<file path="src/rtl/cronometro_pkg.sv">
// cronometro_pkg: shared state codes, state width and default tick rate for the stopwatch controller.
package cronometro_pkg;
    localparam int STATE_W = 2;
    localparam int TICK_HZ_DEF = 100;
    typedef enum logic [STATE_W-1:0] {
        PARADO    = 2'd0,
        CORRIENDO = 2'd1,
        PAUSA     = 2'd2,
        VUELTA    = 2'd3
    } estado_t;
endpackage

</file>
<file path="src/rtl/control_cronometro_if.sv">
// control_cronometro_if: front-panel buttons, digit-chain status and controller outputs.
interface control_cronometro_if;
    import cronometro_pkg::*;
    logic btn_start;
    logic btn_lap;
    logic max_reached;
    logic tick;
    logic clr;
    logic run;
    logic hold;
    logic [STATE_W-1:0] estado;
    modport master (output btn_start, btn_lap, max_reached, input tick, clr, run, hold, estado);
    modport slave (input btn_start, btn_lap, max_reached, output tick, clr, run, hold, estado);
endinterface

</file>
<file path="src/rtl/antirrebote.sv">
// antirrebote: 2-flop synchronizer, stability counter and one-cycle press pulse on the accepted rising edge.
module antirrebote #(
    parameter int DB_CYCLES = 1_000_000
) (
    input  logic clk,
    input  logic rst,
    input  logic btn,
    output logic press
);
    localparam int CW = $clog2(DB_CYCLES + 1);
    logic [1:0] sync;
    logic [CW-1:0] cnt;
    logic level;
    always_ff @(posedge clk or negedge rst) begin
        if (!rst) begin
            sync  <= '0;
            cnt   <= '0;
            level <= 1'b0;
            press <= 1'b0;
        end else begin
            sync  <= {sync[0], btn};
            press <= 1'b0;
            if (sync[1] == level) cnt <= '0;
            else if (cnt == CW'(DB_CYCLES - 1)) begin
                cnt   <= '0;
                level <= sync[1];
                press <= sync[1];
            end else cnt <= cnt + CW'(1);
        end
    end
endmodule

</file>
<file path="src/rtl/control_cronometro.sv">
// control_cronometro: run/pause/lap FSM and 100 Hz prescaler for the stopwatch digit chain.
// Define CRONO_LAP_EN to enable the VUELTA (lap hold) state.
module control_cronometro
    import cronometro_pkg::*;
#(
    parameter int CLK_HZ    = 50_000_000,
    parameter int TICK_HZ   = TICK_HZ_DEF,
    parameter int DB_CYCLES = 1_000_000
) (
    input logic clk,
    input logic rst,
    control_cronometro_if.slave bus
);
    localparam int DIV = CLK_HZ / TICK_HZ;
    localparam int PW = $clog2(DIV);
    estado_t st, nxt;
    logic [PW-1:0] cnt;
    logic start_ev, lap_ev, due, nxt_run, nxt_clr;
    logic tick_q, clr_q, run_q;
    antirrebote #(.DB_CYCLES(DB_CYCLES)) u_start (.clk(clk), .rst(rst), .btn(bus.btn_start), .press(start_ev));
    antirrebote #(.DB_CYCLES(DB_CYCLES)) u_lap (.clk(clk), .rst(rst), .btn(bus.btn_lap), .press(lap_ev));
    // start wins over lap in every state; saturation overrides any button
    always_comb begin
        nxt = st;
        nxt_clr = 1'b0;
        due = run_q && cnt == PW'(DIV - 1);
        case (st)
            PARADO: begin
                nxt = start_ev ? CORRIENDO : PARADO;
                nxt_clr = lap_ev && !start_ev;
            end
`ifdef CRONO_LAP_EN
            CORRIENDO: nxt = start_ev ? PAUSA : lap_ev ? VUELTA : CORRIENDO;
            VUELTA: nxt = start_ev ? PAUSA : lap_ev ? CORRIENDO : VUELTA;
`else
            CORRIENDO: nxt = start_ev ? PAUSA : CORRIENDO;
`endif
            PAUSA: begin
                nxt = start_ev ? CORRIENDO : lap_ev ? PARADO : PAUSA;
                nxt_clr = lap_ev && !start_ev;
            end
            default: nxt = PARADO;
        endcase
        if (due && bus.max_reached) nxt = PAUSA;
        nxt_run = nxt == CORRIENDO || nxt == VUELTA;
    end
    always_ff @(posedge clk or negedge rst) begin
        if (!rst) begin
            st     <= PARADO;
            cnt    <= '0;
            tick_q <= 1'b0;
            clr_q  <= 1'b0;
            run_q  <= 1'b0;
        end else begin
            st     <= nxt;
            cnt    <= (nxt == PARADO || due) ? '0 : run_q ? cnt + PW'(1) : cnt;
            tick_q <= due && !bus.max_reached && nxt_run;
            clr_q  <= nxt_clr;
            run_q  <= nxt_run;
        end
    end
    assign bus.tick = tick_q;
    assign bus.clr = clr_q;
    assign bus.run = run_q;
    assign bus.estado = st;
`ifdef CRONO_LAP_EN
    logic hold_q;
    always_ff @(posedge clk or negedge rst) begin
        if (!rst) hold_q <= 1'b0;
        else hold_q <= nxt == VUELTA;
    end
    assign bus.hold = hold_q;
`else
    assign bus.hold = 1'b0;
`endif
endmodule

</file>
<file path="src/flat_wrapper.sv">
// flat-port wrapper written by rule: the top's interface ports become plain ports
module control_cronometro_flat import cronometro_pkg::*;
#(
    parameter int CLK_HZ    = 50_000_000,
    parameter int TICK_HZ   = TICK_HZ_DEF,
    parameter int DB_CYCLES = 1_000_000
)
  (clk, rst, bus_btn_start, bus_btn_lap, bus_max_reached, bus_tick, bus_clr, bus_run, bus_hold, bus_estado);
  control_cronometro_if bus_i ();
  input logic clk;
  input logic rst;
  input wire logic [$bits(bus_i.btn_start)-1:0] bus_btn_start;
  input wire logic [$bits(bus_i.btn_lap)-1:0] bus_btn_lap;
  input wire logic [$bits(bus_i.max_reached)-1:0] bus_max_reached;
  output wire logic [$bits(bus_i.tick)-1:0] bus_tick;
  output wire logic [$bits(bus_i.clr)-1:0] bus_clr;
  output wire logic [$bits(bus_i.run)-1:0] bus_run;
  output wire logic [$bits(bus_i.hold)-1:0] bus_hold;
  output wire logic [$bits(bus_i.estado)-1:0] bus_estado;
  assign bus_i.btn_start = bus_btn_start;
  assign bus_i.btn_lap = bus_btn_lap;
  assign bus_i.max_reached = bus_max_reached;
  assign bus_tick = bus_i.tick;
  assign bus_clr = bus_i.clr;
  assign bus_run = bus_i.run;
  assign bus_hold = bus_i.hold;
  assign bus_estado = bus_i.estado;
  control_cronometro #(.CLK_HZ(CLK_HZ), .TICK_HZ(TICK_HZ), .DB_CYCLES(DB_CYCLES)) u_core (.clk(clk), .rst(rst), .bus(bus_i));
endmodule
</file>
<file path="config.mk">
export PLATFORM = sky130hd
export DESIGN_NAME = control_cronometro_flat
export DESIGN_NICKNAME = d
export VERILOG_FILES = /design/src/rtl/cronometro_pkg.sv /design/src/rtl/control_cronometro_if.sv /design/src/rtl/antirrebote.sv /design/src/rtl/control_cronometro.sv /design/src/flat_wrapper.sv
export SDC_FILE = /design/constraint.sdc
export NUM_CORES = 1
export LEC_CHECK = 0
export ABC_AREA = 1
export CAP_MARGIN = 10
export CORE_UTILIZATION = 64
export CTS_BUF_LIST = sky130_fd_sc_hd__clkbuf_8
export DETAILED_ROUTE_END_ITERATION = 10
export GPL_ROUTABILITY_DRIVEN = 0
export PLACE_DENSITY = 0.92
export SYNTH_ARGS = -nofsm -noshare
export SYNTH_HDL_FRONTEND = slang
export SYNTH_SLANG_ARGS = --single-unit
export TNS_END_PERCENT = 5
</file>
<file path="constraint.sdc">
create_clock -name clk -period 1.9 [get_ports clk]
set_input_delay 0.38 -clock clk [delete_from_list [all_inputs] [get_ports clk]]
set_output_delay 0.38 -clock clk [all_outputs]
set_load 0.005 [all_outputs]
</file>
==> out/writeup.txt, run 1 <==
For the first-pass iteration count of the detailed router, the log shows 5. The maximum number of pins on one net before global-route repair is 44. Once detail routing completed, the nets flagged for antenna violations numbered 0.

In this run the critical path is formed by clkdlybuf4s50_1. With the wire length on met1 at 3.426 mm, the number of instances in the synthesized netlist is 502. The flow reports power dissipated in combinational cells as 0.134 mW. Final routed wire length divided by cell count: 13.10 µm.

For the yosys synthesis warning count, the log shows 0. The library cell used as clock root buffer was clkbuf_8. The synthesized chip area reported by yosys is 0.003872 mm², and the maximum frequency from static timing analysis is 566.6 MHz.

The post-placement cell area is 0.004036 mm². The last timing report of the flow puts the setup violation total at 0. TritonCTS built the clock tree. The critical path depth in cells works out to 1.

The biggest slice of the total power is consumed by sequential cells. For reference, compound AND-OR and OR-AND cells occupy 3.037% of the area reported after synthesis. The finished layout holds 596 standard cells, fillers aside. Summed over all nets, wire length on met3 after detailed routing comes to 437 µm. The run gives 0 for the number of synthesized flops with an enable pin.

Wire segments on met2 add up to 3.760 mm in the final route. The final antenna diode tally reported by the flow is 0. According to the timing report, the arrival time at the worst endpoint equals 1.38 ns.

After routing, the total negative slack on setup checks comes to 0 ns. Each instance of the synthesized netlist takes up on average 7.714 µm². Yosys shows that the main logic family after synthesis is simple AND/OR/NAND/NOR gates. The run finished with clean final reports. The leakage power is 1.725 nW.

Synthesis instantiated 32 different standard cells from the library. In this run the post-CTS setup repair buffer count came out at 0. The first global-routing pass estimated 13.94 mm of wire. The number of ports placed on the die boundary came out at 11.

The run gives 10.31% for the fraction of final layout cells with drive strength greater than 1. According to the floorplan report, the die width is 79.79 µm. The global-route met1 utilization came out at 36.86%.

The post-synthesis register bit count came out at 72. Endpoints failing hold in the final report were tallied at 0. The worst setup path is launched from a register.

Per the timing report, the most critical flop-to-flop path finishes at u_core.cnt[9]. Counting instances, the worst hold path has a depth of 0. The fraction of post-synthesis cell area in the top cell type by area was 46.53%.

The longest clock path from root to sink contains 2 buffers. The TritonCTS buffer count is 9, and the number of placed instances with taps included is 580. Setup clock skew after layout: 0.006211 ns. met2 track demand over resource after global routing is 48.80%.

The detailed router reported a total wirelength of 7.806 mm. The critical path starts at u_core.bus.run. Worst setup path category: register to output port. The run gives 41.8% as the proportion of power drawn by the clock network. Per the layout area report, the combinational gate area comes to 0.001827 mm².

The final timing report gives a worst setup slack of 0.1351 ns. Kind of end point of the critical path: an output port. The async set-or-reset flop fraction in the synthesized netlist came out at 100.0%.

For reference, full adder, half adder and majority cells occupy 0.9693% of the area reported after synthesis. Total design power: 2.924 mW. The maximum ir drop on the vdd rail came out at 0.8514 mV. Across all register-to-register paths, the minimum setup slack is 0.24 ns. The run gives 28.77% as the total routing resource utilization after global routing. The fraction of area in registers came out at 42.47%. In the final layout, non-clock buffers account for 3.124% of the cell area. STA lists the maximum fanout along the critical path as 11. The via count normalized by instance count came out at 5.503.

The worst stage delay on the critical path is 0.54 ns, and the number of buffer and inverter instances along the worst setup path is 1. The critical path ends at bus_run. Sorting the synthesized cells by area gives the leading types as dfrtp_1, nor2_1, nand2_1. Largest delay contributor family on the critical path: buffers and inverters.

The number of nets in the synthesized netlist is 510. The number of hold buffers added after cts came out at 1. The logs give 0 for the DRC violation count after routing and 1.22 mW for the power dissipated in the clock network. Setup repair after global routing left no endpoint under its margin. In the synthesized netlist the dominant register cell turns out to be dfrtp_1.

The worst hold path terminates at u_core.u_start.sync[1]. For this block, the via count after detailed routing is 3,280. After synthesis, the share of cell area in mux cells is 0%. The script computed a power per unit cell area of 688.7 mW/mm².

The floorplan die height is 79.79 µm, and the standard cell core area is 0.005675 mm². The number of non-clock inverters in the layout was 52. Looking at the power breakdown, combinational cells take 4.6% of the total. The initial core utilization came out at 68.23%. Largest cell class by area: combinational gates. Counting pins that exceed their max-slew limit in the final report gives 0. The clock reaches the later pin of the worst-skew pair after 0.35 ns. Highest-count logic cell in the final layout: nor2_1. The number of clock sinks came to 72. STA shows the worst reg2reg path with a cell count of 8. Before any placement, the netlist area is recorded as 0.003872 mm².

Per the layout report, the design carries 382 filler cells. Clock cells make up 4.657% of the layout cell area. The largest individual stage delay along the critical path comes from the cell clkdlybuf4s50_1. Type of the worst min-delay path: register to register. Warning total across the stage logs: 26. Sorting the synthesized cells by how often they occur yields nor2_1, nand2_1, dfrtp_1, inv_1, nand3_1. The count of inserted tapcells came out at 72. The standard-cell row count was 27; the multi-input logic cell count was 372. After clock tree synthesis, the repair step resized 0 gates.

The sequential power reported by the tool is 1.57 mW. After the first detailed-routing iteration, the DRC count stood at 278.
run_1/cell_density.png
The die is cut into 8 by 8 equal tiles; black is low, pale yellow is high, 0 to 100% covered.
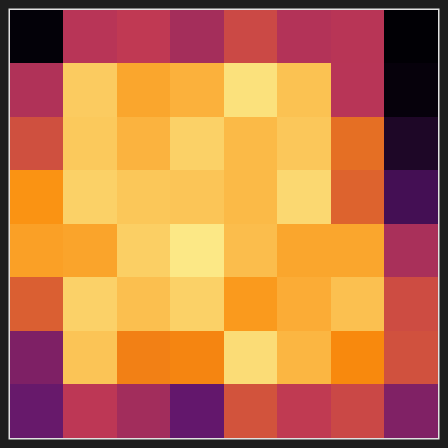
- mean over tiles: 65%
- tiles over 75% full: 50%
- emptiest ninth of the die: top right

run_1/placement_by_type.png
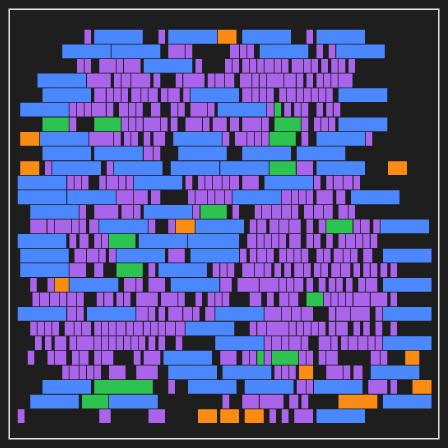
- orange: other buffers and delay cells (cells 13; share of their area 3.2%)
- purple: combinational and other logic (cells 424; share of their area 49%)
- green: clock drivers and dummy loads (cells 15; share of their area 4.8%)
- blue: flops (cells 72; share of their area 43%)

run_1/sizes.png
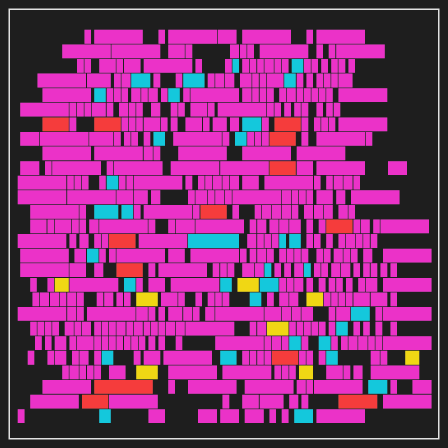
- yellow: _3 and _4 cells (cells 8; share 1.5%; most used nor2_4)
- cyan: _2 cells (cells 33; share 6.3%; most used nor2_2)
- red: _6 and larger (cells 13; share 2.5%; most used clkbuf_8)
- magenta: _0 and _1 cells (cells 470; share 90%; most used nor2_1)
Area growth, synth to finish: 9.628%
summed area of non-filler cells in the final layout: 0.004245 mm²
non-clock buffer total of the final layout: 13

run_1/congestion.png
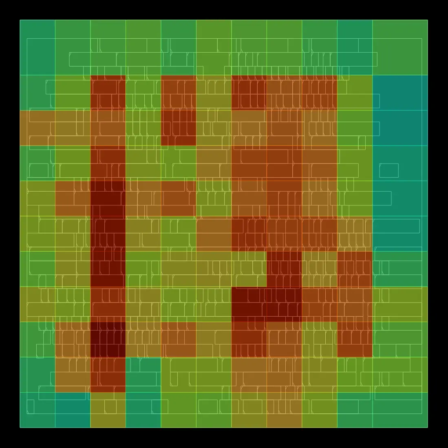

==> run 2, diff against run 1 <==
CAP_MARGIN = unset   (was 10)
MAX_ROUTING_LAYER = met4   (was unset)
run_2/congestion.png
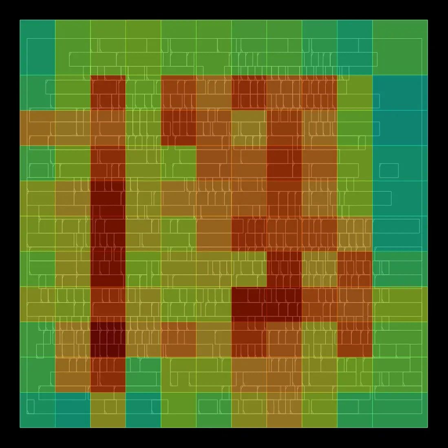
met1 track demand over resource in global routing: 36.86%
final core utilization: 74.80%
total routing usage reported by global routing: 29.58%

==> out/writeup.txt, run 2 <==
The flow ran to the end, and the final reports show no timing, DRC or antenna violations. With the internal power component at 2.256 mW, the met2 usage in global routing is 48.80%. Reg-to-reg startpoint: u_core.cnt[0].

The slowest stage of the critical path belongs to the cell clkdlybuf4s50_1. The run gives 0.35 ns as the insertion delay of the later-clocked pin in the worst-skew pair. The logs give 0 for the final-report max-slew violation count and 372 for the multi-input logic cell count. Per the OpenROAD floorplan log, the width of the die is 79.79 µm. The floorplan report gives the top-level pin count as 11. After detailed routing, the met2 layer carries 3.788 mm of wire.

After synthesis the cells add up to 0.003872 mm². The chip occupies 0.006366 mm². The standard-cell row count came out at 27. The tools report the worst min-delay path endpoint as u_core.u_start.sync[1]. The run gives 0.8539 mV as the maximum ir drop on the vdd rail. Warning total across the stage logs: 26. The number of hold buffers added after cts was 1.

Clock tree synthesis selected as its root buffer the cell clkbuf_8. The logs give 44 for the maximum number of pins on one net before global-route repair and 1.57 mW for the power in sequential cells. By area, the class that comes first in the final layout consists of combinational gates.

The first routing iteration left 296 violations. The run gives 5.880% for the post-synthesis xor/xnor area fraction. The final routed wire length divided by cell count came out at 13.16 µm. The share of synthesized area spent on multiplexers was 0%. With the total design power at 2.927 mW, the proportion of power drawn by the clock network is 41.9%. Looking at the clock tree report, the maximum root-to-sink buffer count equals 2. The layout summary lists the proportion of cells stronger than drive strength 1 as 10.31%. The script logs the ratio of routed vias to standard cells as 5.520. Post-synthesis register bit count: 72. The flow measured a signed area growth from synthesis to layout of 9.628%.

The number of synthesized flops with an enable pin is 0, and the combined flip-flop and latch cell area is 0.001803 mm². Between clock sinks in the finished design, the worst skew comes to 0.006621 ns. The final critical-path setup slack was 0.1301 ns; the area fraction in compound gates was 3.037%. With the total wire length at 7.846 mm, the first-pass iteration count of the detailed router is 5. In this run, the combinational gates consume 4.6% of the power.

Fraction of area in registers: 42.47%. Clock tree synthesis found a total of 72 sinks. The floorplan step records an initial core utilization of 68.23%. Setup repair after global routing left no endpoint under its margin.

By area, the combinational part of the netlist is dominated by simple AND/OR/NAND/NOR gates. For the power in combinational cells, the log shows 0.134 mW. The total number of vias is 3,290. The worst hold path passes through 0 cells.

The CTS report gives the tree buffer count as 9. The largest single stage delay on the critical path is 0.54 ns. The tools report the start point of the critical path as u_core.bus.run.

Highest-power group: sequential cells. The number of buffer and inverter instances along the worst setup path was 1. Post-place instance area: 0.004036 mm². The synthesis report lists the Yosys warning total as 0.

According to the timing report, the data required time at the worst endpoint equals 1.52 ns. Final cell count without fillers: 596. For the power dissipated in the clock network, the log shows 1.23 mW. The tightest min-delay check is of the register to register type. Post-CTS repair ended up resizing 0 cells.

STA classifies the critical path endpoint as an output port. The data arrival at the endpoint of the critical path was 1.39 ns; the count of cells along the worst register-to-register path was 8. In the synthesis report, Yosys lists the chip area as 0.003872 mm².

The number of routed nets with antenna violations is 0. The worst setup path is launched from a register. Synthesis produced a netlist with a net count of 510. With the reg2reg setup slack at 0.23 ns, the number of non-clock inverters in the layout is 52. The run gives 0 as the DRC violation count after routing. The largest delay contributor family on the critical path was buffers and inverters. The final number of hold-violating endpoints is 0. After routing, the total negative slack on setup checks comes to 0 ns. The number of instances in the synthesized netlist is 502, and the wire length on met1 is 3.508 mm.

The final hold slack was 0.3476 ns. According to the floorplan report, the die height is 79.79 µm. In this run the critical path is formed by clkdlybuf4s50_1.

By count the netlist is led by nor2_1, nand2_1, dfrtp_1, inv_1, nand3_1. Per the final report, the share of cell area in non-clock buffers is 3.124%. In the final layout, the multi-input gates occupy 0.001827 mm².

For reference, full adder, half adder and majority cells occupy 0.9693% of the area reported after synthesis. The fraction of final cell area spent on clock buffers and inverters in this run is 4.657%. For this run, global-route usage on met3 was measured as 5.371%.

The run gives 0 as the final tally of setup violations. The run gives 0 for the number of diodes added for antenna fixing. The synthesis report names the predominant flop master as dfrtp_1.

With the number of filler instances in the final layout at 382, the mean cell area of the mapped netlist is 7.714 µm². Highest-count logic cell in the final layout: nor2_1. The endpoint identified for the worst register-to-register timing path is u_core.cnt[9]. The run gives 0.005675 mm² as the standard cell core area. In this run, placement finished with an instance count of 580. The script computed a power per unit cell area of 689.5 mW/mm². The worst setup path category is register to output port. Most popular library cell in the synthesized design by count: nor2_1. Sequential cells were found to cover 46.53% of the synthesized design area.

The run gives 565.0 MHz as the maximum frequency from static timing analysis. The largest fanout on the critical path is 11. After detailed routing, the met3 layer carries 381 µm of wire. The fraction of post-synthesis cell area in the top cell type by area works out to 46.53%. According to the timing report, the critical path is captured at bus_run.

The finished cells cover 0.004245 mm². The number of antenna violations at the first check in global routing was 0. The global routing stage identified its most utilized layer as met2. The first global-routing pass estimated 13.93 mm of wire. Counting flops with an async set or reset pin after synthesis yields a share of 100.0%. The run gives 1.725 nW as the leakage power. Per the layout report, the design carries 11 clock buffers.

Across the placement rows, the number of tap cells is 72. The critical path depth in cells was 1. TritonCTS built the clock tree.

The largest total area in the synthesized netlist belongs to dfrtp_1. Tally of unique sky130hd cells used after synthesis: 32. By area the synthesized netlist is led by dfrtp_1, nor2_1, nand2_1. The largest registers in the layout are u_core.u_lap.cnt: 20 flops, u_core.u_start.cnt: 20 flops, u_core.cnt: 19 flops. After layout, the buffer instance count without clock buffers stands at 13.

The buffers inserted during post-CTS setup optimization is 0.
==> run 3, diff against run 2 <==
TNS_END_PERCENT = unset   (was 5)
run_3/sizes.png
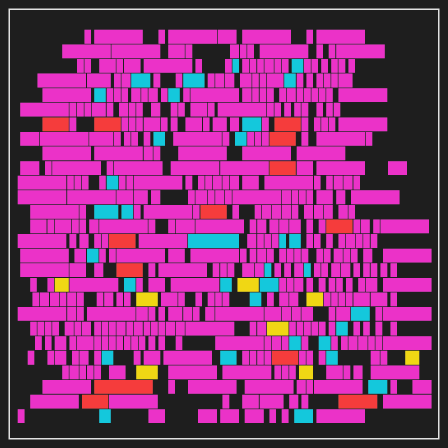
- cyan: _2 cells (cells 33; share 6.3%; most used nor2_2)
- yellow: _3 and _4 cells (cells 8; share 1.5%; most used nor2_4)
- red: _6 and larger (cells 13; share 2.5%; most used clkbuf_8)
- magenta: _0 and _1 cells (cells 470; share 90%; most used nor2_1)
fin worst setup slack: 0.1301 ns

==> out/writeup.txt, run 3 <==
The number of antenna violations at the first check in global routing came out at 0. TritonCTS built the clock tree. Per the run report, area growth between synthesis and finish was 9.628%.

The tools report the tally of clock buffers in the finished layout as 11. The busiest metal layer after global routing is met2. The worst register-to-register path begins at u_core.cnt[0]. The tools report the number of hold buffers added after cts as 1. Of the post-synthesis cell area, the dominant cell type holds 46.53%.

Synthesis produced a netlist with a net count of 510. The reg2reg setup slack is 0.23 ns, and the number of diodes added for antenna fixing is 0. Summing internal, switching and leakage power gives 2.927 mW.

The non-clock inverters instantiated in the layout total 52. The critical path depth in cells is 1, and the total standard cell area after synthesis is 0.003872 mm². Before placement the cells fill 68.23% of the core. In this run the worst setup path terminates at bus_run. The worst-case IR drop observed on VDD is 0.8539 mV.

Summing all placed instances gives a cell area of 0.004036 mm². In this run the tool buffered the top-level ports with 9 buffer cells. Entering global routing, the biggest net connects 44 pins.

For this run, asynchronously set or reset flops after synthesis account for 100.0%. Power attributed to combinational cells is 0.134 mW. The yosys synthesis warning count came out at 0.

The worst hold path cell count works out to 0. The cell family contributing the most delay on the critical path is buffers and inverters. The floorplan die height is 79.79 µm. The iteration-0 DRC count of the detailed router was 296.

The met2 wire length came out at 3.788 mm. The TritonCTS buffer count is 9, and the share of the core filled with cells is 74.80%. Sequential elements use 46.53% of the synthesized area.

The first TritonRoute pass finished after 5 iterations. Once detail routing completed, the nets flagged for antenna violations numbered 0. With the post-synthesis xor/xnor area fraction at 5.880%, the sum of negative setup slack is 0 ns.

The report puts the cell count of the worst reg-to-reg path at 8. After detailed routing, the number of remaining DRC violations is 0. The tools report the start point of the critical path as u_core.bus.run. The run gives 580 as the number of placed instances with taps included. Largest cell class by area: combinational gates. The biggest slice of the total power is consumed by sequential cells. The post-synth count of flops with an enable pin is 0. After synthesis, the most frequently instantiated cells are nor2_1, nand2_1, dfrtp_1, inv_1, nand3_1. With the insertion delay of the later-clocked pin in the worst-skew pair at 0.35 ns, the global-route wire length before repair is 13.93 mm. The layout has 13 buffers outside the clock class. Gates resized during post-CTS repair numbered 0. The area taken by multi-input combinational cells is reported as 0.001827 mm².

The run gives 1.57 mW as the power in sequential cells. The worst setup path category was register to output port. Using the TritonRoute via totals, the vias-per-cell ratio works out to 5.520. The fraction of area in registers was 42.47%; the setup clock skew after layout was 0.006621 ns. Per the summary, power density relative to cell area is 689.5 mW/mm². By area the synthesized netlist is led by dfrtp_1, nor2_1, nand2_1. The synthesized netlist was found by Yosys to have 502 cells. Post-synth the commonest register cell is dfrtp_1. The buffer share of cell area came out at 3.124%.

For the pre-CTS setup slack, the log shows 0.2669 ns. The tools report the kind of end point of the critical path as an output port. The biggest area contributor in the post-synthesis netlist is dfrtp_1. The chip occupies 0.006366 mm². The slowest stage of the critical path belongs to the cell clkdlybuf4s50_1. With the number of buffer and inverter instances along the worst setup path at 1, the proportion of power drawn by the clock network is 41.9%. In this run the mean area of a mapped cell was 7.714 µm². For reference, compound AND-OR and OR-AND cells occupy 3.037% of the area reported after synthesis.

Worst stage delay on the critical path: 0.54 ns. According to the hold report, the worst path is of the register to register type. Wire segments on met3 add up to 381 µm in the final route. The final cell area excluding filler cells is 0.004245 mm².

Signal routing reaches up to met4. The die width is 79.79 µm. The highest-count logic cell in the final layout is nor2_1. Per the timing report, the achievable frequency comes out to 565.0 MHz. The run gives 1.725 nW as the leakage power. The maximum count of clock buffers along a single path was 2. Summed over all layers, the routed wires come to 7.846 mm. The clock tree has to reach 72 sinks. Counting flops and latches in the post-synthesis netlist gives 72. For reference, full adder, half adder and majority cells occupy 0.9693% of the area reported after synthesis. The tools report the final number of hold-violating endpoints as 0. The critical path goes through clkdlybuf4s50_1. The stage logs contain a warning count of 26. The run gives 11 as the number of ports placed on the die boundary. Via count of the first global-routing pass: 3,143. The end-of-flow timing check tallies setup violations at 0. The tools report the standard cell core area as 0.005675 mm². The flow ran to the end, and the final reports show no timing, DRC or antenna violations. The largest registers in the layout are u_core.u_lap.cnt: 20 flops, u_core.u_start.cnt: 20 flops, u_core.cnt: 19 flops. Worst min-delay path endpoint: u_core.u_start.sync[1]. Excluding fillers, the count of instances in the completed layout stands at 596. For the power dissipated in the clock network, the log shows 1.23 mW.

The library cell used as clock root buffer is clkbuf_8. The share of total power dissipated in combinational logic is 4.6%. The data arrival at the endpoint of the critical path came out at 1.39 ns.

For this design the total switching power over the nets is 0.6706 mW. Looking at the reg2reg group, the worst path ends at u_core.cnt[9]. Per the layout report, the design carries 382 filler cells. In this run the post-CTS setup repair buffer count came out at 0. Counting pins that exceed their max-slew limit in the final report gives 0. For the total routing resource utilization after global routing, the log shows 29.58%. The run gives 0.001803 mm² as the combined flip-flop and latch cell area. met2 track demand over resource after global routing is 48.80%. The power report lists cell-internal power as 2.256 mW. Global routing used 5.371% of the available met3 tracks. With the number of instances in the synthesized netlist at 502, the synthesized chip area reported by yosys is 0.003872 mm². The routed design shows a wire length per standard cell of 13.16 µm. The run gives 10.31% for the fraction of final layout cells with drive strength greater than 1. The count of inserted tapcells came out at 72. The tools report the final hold slack as 0.3476 ns. The floorplan has 27 rows.

The tools report the total number of vias as 3,290. The run gives 4.657% for the clock-cell share of area. The synthesis run shows multiplexers occupying 0% of the cell area. STA puts the critical path data required time at 1.52 ns. Max fanout on the critical path was recorded as 11. Wire length on met1: 3.508 mm. Most popular library cell in the synthesized design by count: nor2_1. Multi-input combinational cells in the finished layout were counted as 372. The run gives 32 as the tally of unique sky130hd cells used after synthesis.

The HPWL after detailed placement is 5.502 mm. Setup repair after global routing left no endpoint under its margin. met1 track demand over resource after global routing is 36.86%.
Power figures rest on the tool's default switching activity, not on a simulated workload.
